### Track usage over the die

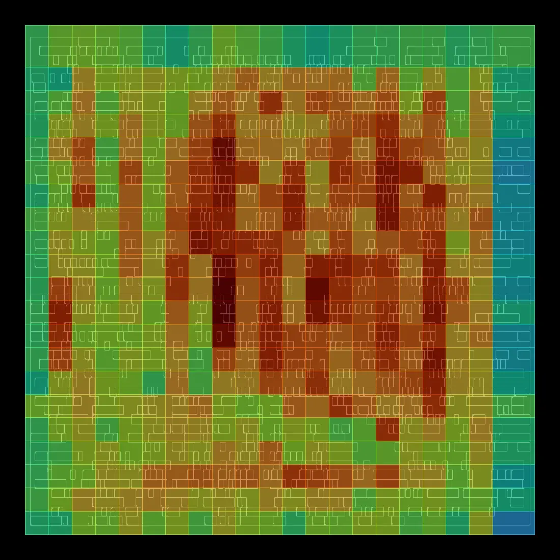
### Close-up of the layout

Window x 103 to 123, y 28 to 48 um. Cells in gray, sequential cells in the stronger gray; small squares are vias.
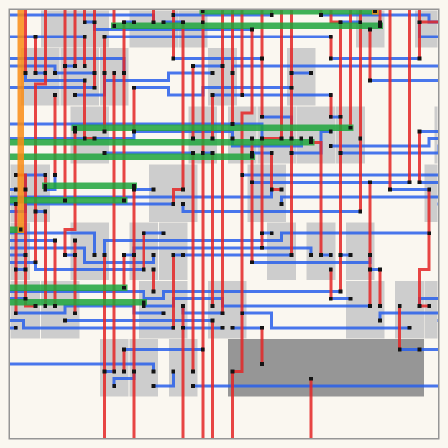
### Clock wires, drivers and flops

(2 px per um)
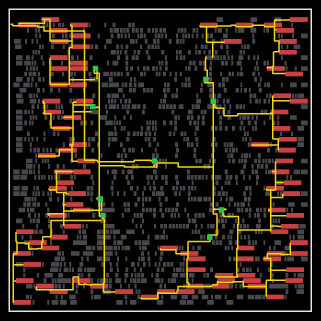
### Metal 4

(2 px per um)
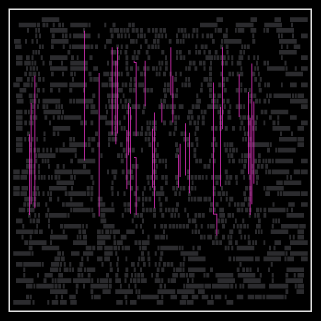
### Metal layers overlaid

(2 px per um)
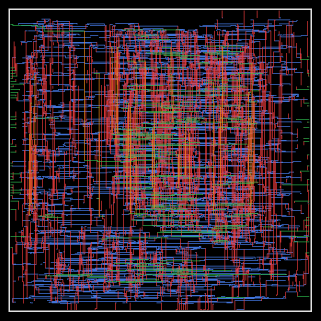
[src/rtl/fpu_norm_pkg.sv]
// Shared types and defaults for the FPU add/sub mantissa normalizer.
package fpu_norm_pkg;

  localparam int NORM_EW = 8;
  localparam int NORM_MW = 32;
  localparam int EXP_MAX = (2 ** NORM_EW) - 1;

  typedef struct packed {
    logic               sign;
    logic [NORM_EW-1:0] exp;
    logic [NORM_MW-1:0] man;
  } fp_raw_t;

  typedef enum logic [1:0] {
    NC_ZERO   = 2'd0,
    NC_CARRY  = 2'd1,
    NC_LEFT   = 2'd2,
    NC_DENORM = 2'd3
  } norm_case_e;

  // Priority order matters: a zero mantissa wins over a carry, a carry over a left shift.
  function automatic norm_case_e classify_case(input logic zero, input logic carry,
                                               input logic lz_lt_exp);
    norm_case_e c;
    if (zero) begin
      c = NC_ZERO;
    end else if (carry) begin
      c = NC_CARRY;
    end else if (lz_lt_exp) begin
      c = NC_LEFT;
    end else begin
      c = NC_DENORM;
    end
    return c;
  endfunction

endpackage

[src/rtl/Barrel_Shifter.sv]
// ALU barrel shifter: Alu_cntrl 2'b00 shifts A left by B, 2'b01 shifts right.
module Barrel_Shifter (
  input  logic [31:0] A,
  input  logic [31:0] B,
  input  logic [1:0]  Alu_cntrl,
  output logic [31:0] Y
);

  // Shift amounts of 32 or more flush the word to zero.
  always_comb begin
    case (Alu_cntrl)
      2'b00:   Y = A << B;
      2'b01:   Y = A >> B;
      default: Y = A;
    endcase
  end

endmodule

[src/rtl/lzc_count.sv]
// Combinational leading-zero counter; an all-zero input reports WIDTH.
module lzc_count #(
  parameter int WIDTH = 31
) (
  input  logic [WIDTH-1:0]       din,
  output logic [$clog2(WIDTH):0] cnt
);

  localparam int CW = $clog2(WIDTH) + 1;

  // Scan upward so the highest set bit makes the final assignment.
  always_comb begin
    cnt = CW'(WIDTH);
    for (int i = 0; i < WIDTH; i++) begin
      if (din[i]) begin
        cnt = CW'(WIDTH - 1 - i);
      end else begin
        cnt = cnt;
      end
    end
  end

endmodule

[src/rtl/fp_mantissa_normalizer.sv]
// Two-stage normalizer upstream of rounding: stage 1 counts leading zeros,
// stage 2 shifts the mantissa, adjusts the exponent and flags zero/overflow/underflow.
module fp_mantissa_normalizer
  import fpu_norm_pkg::*;
#(
  parameter int EW = NORM_EW,
  parameter int MW = NORM_MW
) (
  input  logic          clk,
  input  logic          rst_n,
  input  logic          in_valid,
  output logic          in_ready,
  input  logic          in_sign,
  input  logic [EW-1:0] in_exp,
  input  logic [MW-1:0] in_man,
  output logic          out_valid,
  input  logic          out_ready,
  output logic          out_sign,
  output logic [EW-1:0] out_exp,
  output logic [MW-2:0] out_man,
  output logic          out_sticky,
  output logic          out_zero,
  output logic          out_oflow,
  output logic          out_uflow
);

  localparam int          LZW       = $clog2(MW - 1) + 1;
  localparam logic [EW:0] EXP_MAX_X = (EW + 1)'((2 ** EW) - 1);

  logic           adv1_s, adv2_s;
  logic           s1_valid_r, s1_sign_r, s1_carry_r, s1_zero_r;
  logic [EW-1:0]  s1_exp_r;
  logic [MW-1:0]  s1_man_r;
  logic [LZW-1:0] s1_lz_r;
  logic [LZW-1:0] lz_s;

  assign adv2_s   = !out_valid || out_ready;
  assign adv1_s   = !s1_valid_r || adv2_s;
  assign in_ready = adv1_s;

  lzc_count #(.WIDTH(MW - 1)) u_lzc (
    .din (in_man[MW-2:0]),
    .cnt (lz_s)
  );

  // Stage 1: capture the beat with its carry, zero and leading-zero summary.
  always_ff @(posedge clk or negedge rst_n) begin
    if (!rst_n) begin
      s1_valid_r <= 1'b0;
      s1_sign_r  <= 1'b0;
      s1_exp_r   <= '0;
      s1_man_r   <= '0;
      s1_carry_r <= 1'b0;
      s1_zero_r  <= 1'b0;
      s1_lz_r    <= '0;
    end else if (adv1_s) begin
      s1_valid_r <= in_valid;
      if (in_valid) begin
        s1_sign_r  <= in_sign;
        s1_exp_r   <= in_exp;
        s1_man_r   <= in_man;
        s1_carry_r <= in_man[MW-1];
        s1_zero_r  <= (in_man == '0);
        s1_lz_r    <= lz_s;
      end
    end
  end

  logic [EW:0]   exp_x_s, lz_x_s, exp_p1_s, exp_mlz_s, exp_m1_s, amt_s;
  logic [1:0]    dir_s;
  logic [MW-1:0] shift_b_s, shift_y_s;
  logic          shift_unused_s;
  norm_case_e    case_s;
  logic [EW-1:0] n_exp_s;
  logic [MW-2:0] n_man_s;
  logic          n_sticky_s, n_zero_s, n_oflow_s, n_uflow_s;

  assign exp_x_s   = {1'b0, s1_exp_r};
  assign lz_x_s    = (EW + 1)'(s1_lz_r);
  assign exp_p1_s  = exp_x_s + (EW + 1)'(1);
  assign exp_mlz_s = exp_x_s - lz_x_s;
  assign exp_m1_s  = exp_x_s - (EW + 1)'(1);
  assign case_s    = classify_case(s1_zero_r, s1_carry_r, lz_x_s < exp_x_s);
  assign shift_b_s = MW'(amt_s);

  Barrel_Shifter u_shift (
    .A         (s1_man_r),
    .B         (shift_b_s),
    .Alu_cntrl (dir_s),
    .Y         (shift_y_s)
  );

  // The carry position is always clear after normalization.
  assign shift_unused_s = shift_y_s[MW-1];

  // Stage 2 datapath: pick the case, steer the shifter and form the result.
  always_comb begin
    dir_s      = 2'b00;
    amt_s      = '0;
    n_exp_s    = '0;
    n_man_s    = '0;
    n_sticky_s = 1'b0;
    n_zero_s   = 1'b0;
    n_oflow_s  = 1'b0;
    n_uflow_s  = 1'b0;
    case (case_s)
      NC_ZERO: begin
        n_zero_s = 1'b1;
      end
      NC_CARRY: begin
        dir_s      = 2'b01;
        amt_s      = (EW + 1)'(1);
        n_sticky_s = s1_man_r[0];
        if (exp_p1_s >= EXP_MAX_X) begin
          n_exp_s   = EXP_MAX_X[EW-1:0];
          n_oflow_s = 1'b1;
        end else begin
          n_exp_s = exp_p1_s[EW-1:0];
          n_man_s = shift_y_s[MW-2:0];
        end
      end
      NC_LEFT: begin
        // An already-saturated exponent passes through as overflow.
        if (exp_x_s == EXP_MAX_X) begin
          n_exp_s   = EXP_MAX_X[EW-1:0];
          n_oflow_s = 1'b1;
        end else begin
          amt_s   = lz_x_s;
          n_exp_s = exp_mlz_s[EW-1:0];
          n_man_s = shift_y_s[MW-2:0];
        end
      end
      NC_DENORM: begin
        n_uflow_s = 1'b1;
        if (s1_exp_r == '0) begin
          amt_s = '0;
        end else begin
          amt_s = exp_m1_s;
        end
        n_man_s = shift_y_s[MW-2:0];
      end
      default: begin
        n_zero_s = 1'b0;
      end
    endcase
  end

  // Stage 2 output registers; held while downstream stalls.
  always_ff @(posedge clk or negedge rst_n) begin
    if (!rst_n) begin
      out_valid  <= 1'b0;
      out_sign   <= 1'b0;
      out_exp    <= '0;
      out_man    <= '0;
      out_sticky <= 1'b0;
      out_zero   <= 1'b0;
      out_oflow  <= 1'b0;
      out_uflow  <= 1'b0;
    end else if (adv2_s) begin
      out_valid <= s1_valid_r;
      if (s1_valid_r) begin
        out_sign   <= s1_sign_r;
        out_exp    <= n_exp_s;
        out_man    <= n_man_s;
        out_sticky <= n_sticky_s;
        out_zero   <= n_zero_s;
        out_oflow  <= n_oflow_s;
        out_uflow  <= n_uflow_s;
      end
    end
  end

endmodule

[config.mk]
export PLATFORM = sky130hd
export DESIGN_NAME = fp_mantissa_normalizer
export DESIGN_NICKNAME = d
export VERILOG_FILES = /design/src/rtl/fpu_norm_pkg.sv /design/src/rtl/Barrel_Shifter.sv /design/src/rtl/lzc_count.sv /design/src/rtl/fp_mantissa_normalizer.sv
export SDC_FILE = /design/constraint.sdc
export NUM_CORES = 1
export LEC_CHECK = 0
export ABC_AREA = 1
export ABC_CLOCK_PERIOD_IN_PS = 5600
export CAP_MARGIN = 40
export CORE_UTILIZATION = 35
export CTS_BUF_LIST = sky130_fd_sc_hd__clkbuf_4
export CTS_CLUSTER_SIZE = 14
export DETAILED_ROUTE_END_ITERATION = 8
export GPL_TIMING_DRIVEN = 0
export PLACE_DENSITY = 0.51
export SLEW_MARGIN = 20
export SYNTH_ARGS = -nofsm -noshare
export SYNTH_HDL_FRONTEND = slang
export SYNTH_SLANG_ARGS = --single-unit
export TNS_END_PERCENT = 50
[constraint.sdc]
create_clock -name clk -period 5.6 [get_ports clk]
set_input_delay 1.12 -clock clk [delete_from_list [all_inputs] [get_ports clk]]
set_output_delay 1.12 -clock clk [all_outputs]
set_load 0.05 [all_outputs]
==> impl_metrics.tcl <==
# yosys + openroad results
set metrics [dict create \
    status "finished, final reports clean" \
    edf_count 0 \
    clock_latency_ns 0.52 \
    ios 91 \
    path_buffers 4 \
    core_util_floorplan_pct 36.2 \
    crit_start "s1_exp_r[0]" \
    ys.flop_type "dfrtp_1" \
    areaGrowthSynthToFinish_pct 18.5 \
    synthCells 1212 \
    synthTopCellsByCount "nand2_1 (353), nand3_1 (257), dfrtp_1 (93)" \
    drt_pass1_iterations 5 \
    slowest_stage "nor2_1" \
    finalSetupViolCount 0 \
    yosysTopAreaCell "dfrtp_1" \
    worst_ep_arrival_time_ns 4.58 \
    gr-usage-all-layers_pct 30.2 \
    finalCritPeriodShare_pct 73.6 \
    die_area_mm2 0.0226 \
    num_vias 8878 \
    synth_nets 1267 \
]
## Picture notes: 'Track usage over the die'
utilization after layout: 42.9%
met3 Use GR: 4.61%
GRT Max-Usage Layer: met2

## Picture notes: 'Close-up of the layout'
[blue] met1
[red] met2
[orange] met4
[green] met3
netlist names of flops here include: out_man (1)
most frequent: nand2_1 (10), nand3_1 (6), nor2_1 (5)
cells with their middle in the window: 36
sequential cells in the window: 1

## Picture notes: 'Clock wires, drivers and flops'
[green] cells driving clock nets | count: 9
[red] flip-flops | count: 93
[yellow] clock wires | length: 1450 um
routed clock nets: 10

## Picture notes: 'Metal 4'
longest straight run: 71.4 um
main direction: vertical
share of all routed wire: 3.7%
wire length on this layer: 1220 um

## Picture notes: 'Metal layers overlaid'
[green] met3 | wire length: 2460 um
[red] met2 | wire length: 14500 um
[blue] met1 | wire length: 14900 um
[orange] met4 | wire length: 1220 um

layout make-up:
cell class	count	area, um^2
diodes	1	2.50
plain buffers	73	357
clock buffers	9	67.6
clock inverters	7	76.3
fillers	2407	12200
inverters	102	385
multi-input cells	944	4630
flip-flops and latches	93	2330
well taps	275	344
repair buffers	92	937
cell families (layout without fill, tap and decap cells):
family                     Yosys count  after routing  share of synthesized area [%]
buffers and inverters              175            283                           9.64
AOI/OAI and AO/OA                  216            216                           16.5
DFF                                 93             93                           30.2
adders and majority gates           10             10                           1.72
xor gates and xnor gates            10             10                           1.14
and+or+nand+nor                    708            708                           40.7
other                                0              1                              0
stage by stage:
step	setup TNS (ns)	cell area, um^2	setup slack (ns)	total power (W)	utilization, %
3_5_place_dp	0	8980	1.62	0.00353	42.2
2_1_floorplan	0	7700	2.44	0.00266	-
4_1_cts	0	9120	1.56	0.00394	42.9
6_report	0	9130	1.48	0.00396	42.9
5_1_grt	0	9130	1.18	0.00422	42.9
3_3_place_gp	-19.16	8940	-0.226	0.00354	42.0
report_power, final:
part / internal [W] / switching, W
Sequential: 0.000852 / 0.000111
Clock: 0.000106 / 0.000289
Combinational: 0.000786 / 0.00182
Total: 0.00174 / 0.00222
metal layers:
metal,GRT usage [%],wire length (um),share of wire [%]
met2,46.4,14500,44
met3,4.61,2460,7.4
met1,41.4,14900,45
met4,13.6,1220,3.7
met5,0,0,0
worst register-to-register path, stage by stage (launching register included):
cell	delay [ns]
dfrtp_1	0.45
inv_1	0.20
ha_1	0.29
fa_1	0.42
nor2_2	0.13
nor2_2	0.06
o21ai_2	0.16
inv_2	0.07
o21a_4	0.22
nand2_2	0.15
nor2_2	0.08
nand2_2	0.11
buf_2	0.26
o211ai_1	0.26
nor2_1	0.57
inv_2	0.25
a21oi_1	0.22
o21ai_1	0.09
nand2_1	0.07
No activity file was given, so power comes from the tool's default toggle rates.
